<file path="config.mk">
export PLATFORM = sky130hd
export DESIGN_NAME = fpu_op_driver
export DESIGN_NICKNAME = d
export VERILOG_FILES = /design/src/rtl/fpu_op_driver.sv
export SDC_FILE = /design/constraint.sdc
export NUM_CORES = 1
export LEC_CHECK = 0
export ABC_AREA = 1
export CAP_MARGIN = 20
export CORE_MARGIN = 5
export CORE_UTILIZATION = 45
export DETAILED_ROUTE_END_ITERATION = 6
export GPL_TIMING_DRIVEN = 1
export PLACE_DENSITY_LB_ADDON = 0.12
export SYNTH_ARGS = -nofsm -noshare
export SYNTH_HDL_FRONTEND = slang
export SYNTH_SLANG_ARGS = --single-unit
</file>
<file path="constraint.sdc">
create_clock -name clock100KHz -period 4.1 [get_ports clock100KHz]
set_input_delay 0.82 -clock clock100KHz [delete_from_list [all_inputs] [get_ports clock100KHz]]
set_output_delay 0.82 -clock clock100KHz [all_outputs]
set_load 0.005 [all_outputs]
</file>
<file path="src/rtl/fpu_op_driver.sv">
// Initiator for the fpu operand/result interface: latches an operand pair, pulses the fpu
// reset, waits for a nonzero status (or timeout), then hands the captured result back.
module fpu_op_driver #(
    parameter int unsigned MIN_WAIT = 2,
    parameter int unsigned MAX_WAIT = 64,
    parameter int unsigned CNT_W    = 16
) (
    input  logic             clock100KHz,
    input  logic             reset,
    input  logic             req_valid,
    output logic             req_ready,
    input  logic [31:0]      req_op_a,
    input  logic [31:0]      req_op_b,
    output logic [31:0]      op_A_out,
    output logic [31:0]      op_B_out,
    output logic             fpu_reset,
    input  logic [31:0]      fpu_data_in,
    input  logic [3:0]       fpu_status_in,
    output logic             rsp_valid,
    input  logic             rsp_ready,
    output logic [31:0]      rsp_data,
    output logic [3:0]       rsp_status,
    output logic             rsp_timeout,
    output logic [CNT_W-1:0] op_count
);

    localparam int unsigned WCW = $clog2(MAX_WAIT) + 1;

    typedef enum logic [1:0] {StIdle, StKick, StWait, StResp} state_e;

    state_e           state_q, state_d;
    logic [31:0]      op_a_q, op_a_d;
    logic [31:0]      op_b_q, op_b_d;
    logic             fpu_reset_q, fpu_reset_d;
    logic [WCW-1:0]   wait_cnt_q, wait_cnt_d;
    logic             rsp_valid_q, rsp_valid_d;
    logic [31:0]      rsp_data_q, rsp_data_d;
    logic [3:0]       rsp_status_q, rsp_status_d;
    logic             rsp_timeout_q, rsp_timeout_d;
    logic [CNT_W-1:0] op_count_q, op_count_d;
    logic             done, timeout;

    always_ff @(posedge clock100KHz or negedge reset) begin
        if (!reset) begin
            state_q       <= StIdle;
            op_a_q        <= '0;
            op_b_q        <= '0;
            fpu_reset_q   <= 1'b1;
            wait_cnt_q    <= '0;
            rsp_valid_q   <= 1'b0;
            rsp_data_q    <= '0;
            rsp_status_q  <= '0;
            rsp_timeout_q <= 1'b0;
            op_count_q    <= '0;
        end else begin
            state_q       <= state_d;
            op_a_q        <= op_a_d;
            op_b_q        <= op_b_d;
            fpu_reset_q   <= fpu_reset_d;
            wait_cnt_q    <= wait_cnt_d;
            rsp_valid_q   <= rsp_valid_d;
            rsp_data_q    <= rsp_data_d;
            rsp_status_q  <= rsp_status_d;
            rsp_timeout_q <= rsp_timeout_d;
            op_count_q    <= op_count_d;
        end
    end

    // Status is meaningless while the fpu is still held in reset, so sampling waits for release.
    assign done    = !fpu_reset_q && (wait_cnt_q >= WCW'(MIN_WAIT)) && (fpu_status_in != 4'd0);
    assign timeout = !fpu_reset_q && !done && (wait_cnt_q == WCW'(MAX_WAIT - 1));

    always_comb begin
        state_d       = state_q;
        op_a_d        = op_a_q;
        op_b_d        = op_b_q;
        fpu_reset_d   = 1'b0;
        wait_cnt_d    = wait_cnt_q;
        rsp_valid_d   = rsp_valid_q;
        rsp_data_d    = rsp_data_q;
        rsp_status_d  = rsp_status_q;
        rsp_timeout_d = rsp_timeout_q;
        op_count_d    = op_count_q;

        unique case (state_q)
            StIdle: begin
                if (req_valid) begin
                    op_a_d  = req_op_a;
                    op_b_d  = req_op_b;
                    state_d = StKick;
                end
            end
            StKick: begin
                fpu_reset_d = 1'b1;
                wait_cnt_d  = '0;
                state_d     = StWait;
            end
            StWait: begin
                // The first WAIT cycle overlaps the reset pulse; counting starts after it.
                if (done || timeout) begin
                    rsp_data_d    = fpu_data_in;
                    rsp_status_d  = fpu_status_in;
                    rsp_timeout_d = timeout;
                    rsp_valid_d   = 1'b1;
                    state_d       = StResp;
                end else if (!fpu_reset_q) begin
                    wait_cnt_d = wait_cnt_q + 1'b1;
                end
            end
            StResp: begin
                if (rsp_ready) begin
                    rsp_valid_d = 1'b0;
                    op_count_d  = op_count_q + 1'b1;
                    state_d     = StIdle;
                end
            end
            default: state_d = StIdle;
        endcase
    end

    assign req_ready   = (state_q == StIdle);
    assign op_A_out    = op_a_q;
    assign op_B_out    = op_b_q;
    assign fpu_reset   = fpu_reset_q;
    assign rsp_valid   = rsp_valid_q;
    assign rsp_data    = rsp_data_q;
    assign rsp_status  = rsp_status_q;
    assign rsp_timeout = rsp_timeout_q;
    assign op_count    = op_count_q;

endmodule
</file>
==> metrics.csv <==
metric,value,unit
status,"finished, final reports clean",
comb area leader,simple AND/OR/NAND/NOR gates,
Mux area share,0.136,
Insertion Delay late pin,0.41,ns
CP max FO,38,
Synth top cells by count,"dfrtp_1, nand2_1, mux2_2",
# setup viols final,0,
Worst setup EP type,register,
number of clock sinks,128,
Tool Warnings,30,
final hold violations,0,
crit-path leading delay family,AND-OR/OR-AND gates,
R2R Path Start,wait_cnt_q[1]$_DFFE_PN0P_,
Layout Skew,0.00425,ns
Detailed Route Iter0 Violations,320,
Initial Util,0.461,
clk tree area frac,0.0638,
RD Place Congestion,0.788,
CTS H-tree depth,4,
total gr overflow,0,
synthesized area,5290,sq um
crit path DAT,2.89,ns
slew margin rel.,0.399,
clk root buf,clkbuf_16,
cell accounting for the most synthesized area,dfrtp_1,
"count leader, synth",dfrtp_1,
grt met2 use,0.353,
MI comb cells,293,
first-pass detailed-route iteration total,4,
Port Buffers,223,
Startpoint Class,register,
ant diodes,0,
combinational fraction of the cell area,0.229,
syn_area_per_cell,11.3,sq um
Met3 Wirelength,1130,um
Main synth FF type,dfrtp_1,
Hold Slack,0.458,ns
"EDFF count, synth",0,
post-CTS setup buffer count,0,
residual DRC count,0,
## sequential cells by signal, summed over array words and instances (netlist names)
| register | flops |
|---|---|
| op_count | 16 |
| fpu_reset | 1 |
| op_B_out | 32 |
| rsp_data | 32 |
| state_q | 2 |
| rsp_valid | 1 |
| op_A_out | 32 |
| wait_cnt_q | 7 |
| rsp_status | 4 |
| rsp_timeout | 1 |
## power groups by stage
stage | registers (mW) | clock network, mW | logic (mW)
3_3_place_gp | 2.09 | 0 | 2.28
3_5_place_dp | 2.12 | 0 | 2.33
5_1_grt | 2.17 | 1.44 | 2.49
4_1_cts | 2.10 | 1.37 | 2.34
6_report | 2.10 | 1.35 | 2.30
2_1_floorplan | 2.13 | 0 | 0.924
==> images/final_placement.png <==
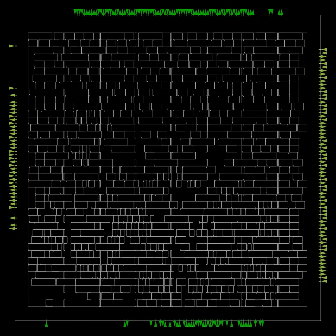
Fillers: 878
# rows: 39
registers: 128
non-filler cells, final: 845
final core occ: 0.709

==> images/wire_density.png <==
24 x 24 tiles, from dark blue (low) to red (high), scaled to the fullest tile. Values are wire area over tile area, all layers added.
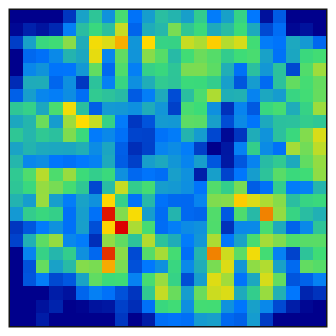
- mean over tiles: 0.17
- tiles over half the peak: 25%
- fullest tile: 0.47

==> images/port_nets.png <==
The bar under the picture is 20 um long.
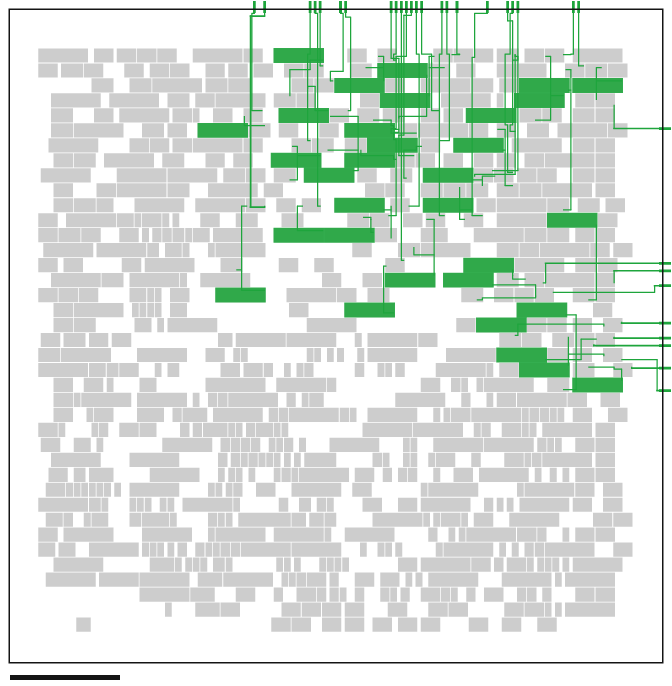
- op_B_out: green (direction output; edge 23 top, 9 right; end cells 32; buffers 32; wire 1130 um)

==> images/pdn.png <==
The bar under the picture is 20 um long. Pins as bars on the die edge. Tap cells in gray.
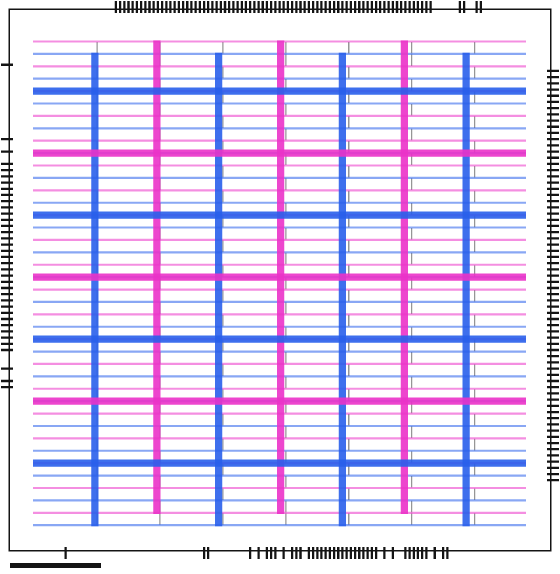
- VDD: magenta
- VSS: blue
- rows: 39
- met1 rails: 40
- signal pins: 224
- tap cells: 143
- met5 straps: 7

Power figures rest on the tool's default switching activity, not on a simulated workload.
